==> images/met1.png <==
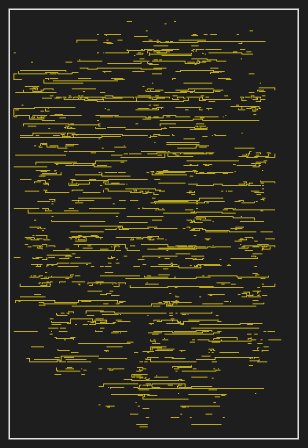
==> images/registers.png <==
Other sequential cells in the stronger gray, the rest of the logic in the fainter gray.
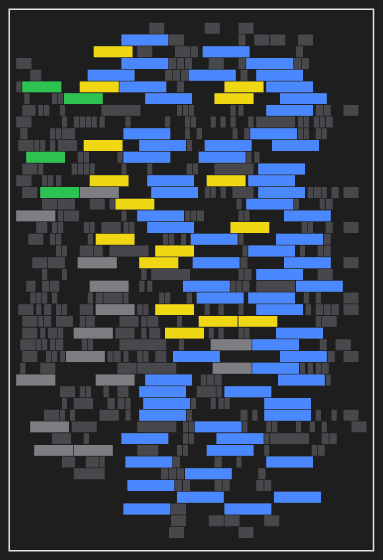
==> images/final_congestion.png <==
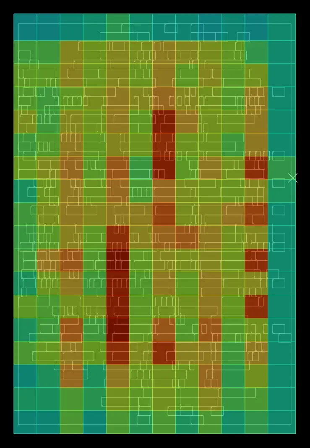
==> images/clock_map.png <==
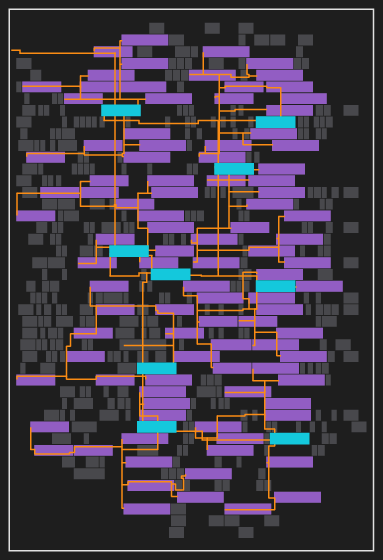
`src/rtl/key_word_entry.sv`:
```
// key_word_entry: hex keypad word assembler feeding a small first-in first-out word queue.
// Keys are one-cycle debounced pulses; a priority encoder picks one action per edge.
module key_word_entry #(
    parameter int DIGITS = 4,
    parameter int DEPTH  = 4
) (
    input  logic                  Clk,
    input  logic                  Rst_n,
    input  logic                  KeyInc,
    input  logic                  KeyShift,
    input  logic                  KeyEnter,
    input  logic                  KeyClear,
    output logic [3:0]            Digit,
    output logic [4*DIGITS-1:0]   Entry,
    output logic [1:0]            State,
    output logic [4*DIGITS-1:0]   WordOut,
    output logic                  WordValid,
    input  logic                  WordReady,
    output logic                  Overflow
);
    localparam int W  = 4 * DIGITS;
    localparam int AW = (DEPTH > 1) ? $clog2(DEPTH) : 1;
    localparam int CW = $clog2(DIGITS + 1);

    typedef enum logic [1:0] {EMPTY = 2'd0, EDIT = 2'd1, FULL = 2'd2} state_t;

    state_t         state, state_nx;
    logic [3:0]     digit_nx;
    logic [W-1:0]   entry_nx;
    logic [CW-1:0]  cnt, cnt_nx;
    logic           ovf_nx;
    logic           armed;
    logic [W-1:0]   mem [DEPTH];
    logic [AW-1:0]  rd_ptr, wr_ptr;
    logic [AW:0]    occ;
    logic           inc, shift, enter, clear;
    logic           fifo_full, pop, push;

    // armed stays low for the first edge after reset release so stray pulses are ignored
    assign clear     = armed & KeyClear;
    assign enter     = armed & KeyEnter & ~KeyClear;
    assign shift     = armed & KeyShift & ~KeyEnter & ~KeyClear;
    assign inc       = armed & KeyInc & ~KeyShift & ~KeyEnter & ~KeyClear;
    assign WordValid = (occ != '0);
    assign fifo_full = (occ == (AW+1)'(DEPTH));
    assign pop       = WordValid & WordReady;
    assign WordOut   = WordValid ? mem[rd_ptr] : '0;
    assign State     = state;

    always_comb begin
        state_nx = state;
        digit_nx = Digit;
        entry_nx = Entry;
        cnt_nx   = cnt;
        ovf_nx   = Overflow;
        push     = 1'b0;
        if (clear) begin
            state_nx = EMPTY;
            digit_nx = '0;
            entry_nx = '0;
            cnt_nx   = '0;
            ovf_nx   = 1'b0;
        end else if (enter && state != EMPTY) begin
            if (!fifo_full || pop) begin
                push     = 1'b1;
                state_nx = EMPTY;
                digit_nx = '0;
                entry_nx = '0;
                cnt_nx   = '0;
            end else begin
                ovf_nx = 1'b1;
            end
        end else if (shift && state != FULL) begin
            entry_nx = (Entry << 4) | W'(Digit);
            digit_nx = '0;
            cnt_nx   = cnt + 1'b1;
            state_nx = (cnt == CW'(DIGITS - 1)) ? FULL : EDIT;
        end else if (inc) begin
            digit_nx = Digit + 4'd1;
        end
    end

    always_ff @(posedge Clk or negedge Rst_n) begin
        if (!Rst_n) begin
            state    <= EMPTY;
            Digit    <= '0;
            Entry    <= '0;
            cnt      <= '0;
            Overflow <= 1'b0;
            armed    <= 1'b0;
        end else begin
            state    <= state_nx;
            Digit    <= digit_nx;
            Entry    <= entry_nx;
            cnt      <= cnt_nx;
            Overflow <= ovf_nx;
            armed    <= 1'b1;
        end
    end

    always_ff @(posedge Clk or negedge Rst_n) begin
        if (!Rst_n) begin
            rd_ptr <= '0;
            wr_ptr <= '0;
            occ    <= '0;
        end else begin
            if (push)
                wr_ptr <= (wr_ptr == AW'(DEPTH - 1)) ? '0 : wr_ptr + 1'b1;
            if (pop)
                rd_ptr <= (rd_ptr == AW'(DEPTH - 1)) ? '0 : rd_ptr + 1'b1;
            occ <= occ + (AW+1)'(push) - (AW+1)'(pop);
        end
    end

    // storage needs no reset: WordOut is masked to zero whenever the queue is empty
    always_ff @(posedge Clk) begin
        if (push)
            mem[wr_ptr] <= Entry;
    end

endmodule
```
`config.mk`:
```
export PLATFORM = sky130hd
export DESIGN_NAME = key_word_entry
export DESIGN_NICKNAME = d
export VERILOG_FILES = /design/src/rtl/key_word_entry.sv
export SDC_FILE = /design/constraint.sdc
export NUM_CORES = 1
export LEC_CHECK = 0
export ABC_AREA = 1
export CORE_ASPECT_RATIO = 1.5
export CORE_UTILIZATION = 41
export CTS_CLUSTER_DIAMETER = 60
export DETAILED_ROUTE_END_ITERATION = 10
export PLACE_DENSITY = 0.58
export SETUP_SLACK_MARGIN = 0.02
export SLEW_MARGIN = 20
export SYNTH_ARGS = -nofsm -noshare
export SYNTH_HDL_FRONTEND = slang
export SYNTH_SLANG_ARGS = --single-unit
```
`constraint.sdc`:
```
create_clock -name Clk -period 4.9 [get_ports Clk]
set_input_delay 0.49 -clock Clk [delete_from_list [all_inputs] [get_ports Clk]]
set_output_delay 0.49 -clock Clk [all_outputs]
set_load 0.01 [all_outputs]
```
==> results_slide.txt <==
Physical Implementation Snapshot

Global route
  • GR Layer Usage met1: 19.5%
  • Vias in the first global route: 2697
  • Gr ovfl total: 0
  • Total GRT Usage: 16.4%

Drt
  • DRC: 2
  • DR WL met3: 325 um
  • M1 WL: 3.46 mm
  • Post-Route WL: 8.06 mm
  • Top Metal Used: met4
  • Pre-antenna DRT Iters: 7

Floorplanning
  • Num rows: 44
  • Die H: 125 um
  • Core area: 0.00974 mm2
  • Die X: 84.2 um
  • Die area: 0.0105 mm2

Clock tree
  • Max clock buf depth: 2
  • H-tree levels: 3
  • Clock transition at path regs: 60 ps
  • CTS Hold Bufs: 0
  • Clock sinks: 98
  • Clk root buf: clkbuf_16

Cells and area
  • Design Area, Final: 0.00502 mm2
  • Layout cell share with drive strength beyond 1: 8.41%
  • Most flops, register: mem
  • Bufs w/o clock: 51
  • N_diodes: 0
  • Comb area share: 24.2%
  • CLK BUF: 14
  • Fillcell total: 909
  • Mi-comb count: 251

Power and ir drop
  • Logic pwr share: 29.8%
  • Switching pwr: 0.000777 W
  • Cell Int Power: 0.00172 W

Run status
  • Failing checks: DRC
  • Outcome: finished, violations left

Logic synthesis
  • Dominant cell area share: 46.3%
  • Simple Share, Synth: 17.6%
  • Synth async-reset ratio: 34.7%
  • XOR/XNOR Fraction of Synth Area: 0.843%
  • EDFF count, synth: 64
  • Top_reg_cell synth: edfxtp_1

Timing
  • Setup TNS: 0 ps
  • RSZ-0062 raised after global routing: no
  • Final Hold Vio Count: 0
  • # setup viols final: 0
  • Final WS setup: 1920 ps
  • Slew Viols, Final: 0
  • Tmin final: 2980 ps
  • Final hold slack: 496 ps

Place
  • Gpl congestion: 0.747
  • Hpwl dp: 5.08 mm
  • # port buffers: 46

Critical path
  • Worst Path Required: 4410 ps
  • CP Depth: 5
  • CP endpoint: WordOut[5]
  • Worst r2r dst: occ[2]
  • Critical Path Slowest Stage Cell: dfrtp_1
  • Worst setup startpoint: rd_ptr[1]
  • Reg2reg path depth: 8
  • Biggest cell delay along the critical path: 790 ps

Worst hold path
  • Cells on Worst Hold Path: 1
About met1.png:
share of all routed wire: 43%
longest straight run: 36.8 um
main direction: horizontal
wire length on this layer: 3460 um
nets with wire on the layer: 393

About registers.png:
| signal | color | sequential cells |
|---|---|---|
| `Entry` | yellow | 16 |
| `Digit` | green | 4 |
| `mem` | blue | 64 |
FF+latch area: 0.00277 mm2
Seq area share: 55.3%

About final_congestion.png:
DR WL/cell: 14.5 um
GR peak layer: met2
met2 GRT Util: 28.9%

About clock_map.png:
[flip-flops] purple | count: 98
[clock wires] orange | length: 1060 um
[cells driving clock nets] cyan | count: 9
routed clock nets: 10
Clk power: 0.000700 W
worst clock skew: 4.64 ps
Late-Pin Clk Latency: 340 ps
clock power share: 28.0%

-- metrics by stage --
stage / utilization, % / std cells
2_1_floorplan: - / 387
3_3_place_gp: 48.4 / 539
3_5_place_dp: 48.4 / 539
4_1_cts: 51.5 / 555
5_1_grt: 51.5 / 555
6_report: 51.5 / 555
-- cell usage in the layout (no fill, tap or decap), types with 2 or more instances in the layout --
cell type and count:
clkdlybuf4s50_1 46, nand3_2 2, nand3_1 4, inv_2 5, o21ai_1 5, clkbuf_1 3
edfxtp_1 64, clkbuf_8 2, nand2_2 4, dfrtp_1 33, o21ai_0 30, xnor2_1 3
clkbuf_16 9, o21ai_2 2, a21oi_1 20, nor2_1 84, inv_1 19, buf_4 5
ha_1 10, nand2_1 78, nor2_4 2
Power is estimated from default activity; no workload was simulated.
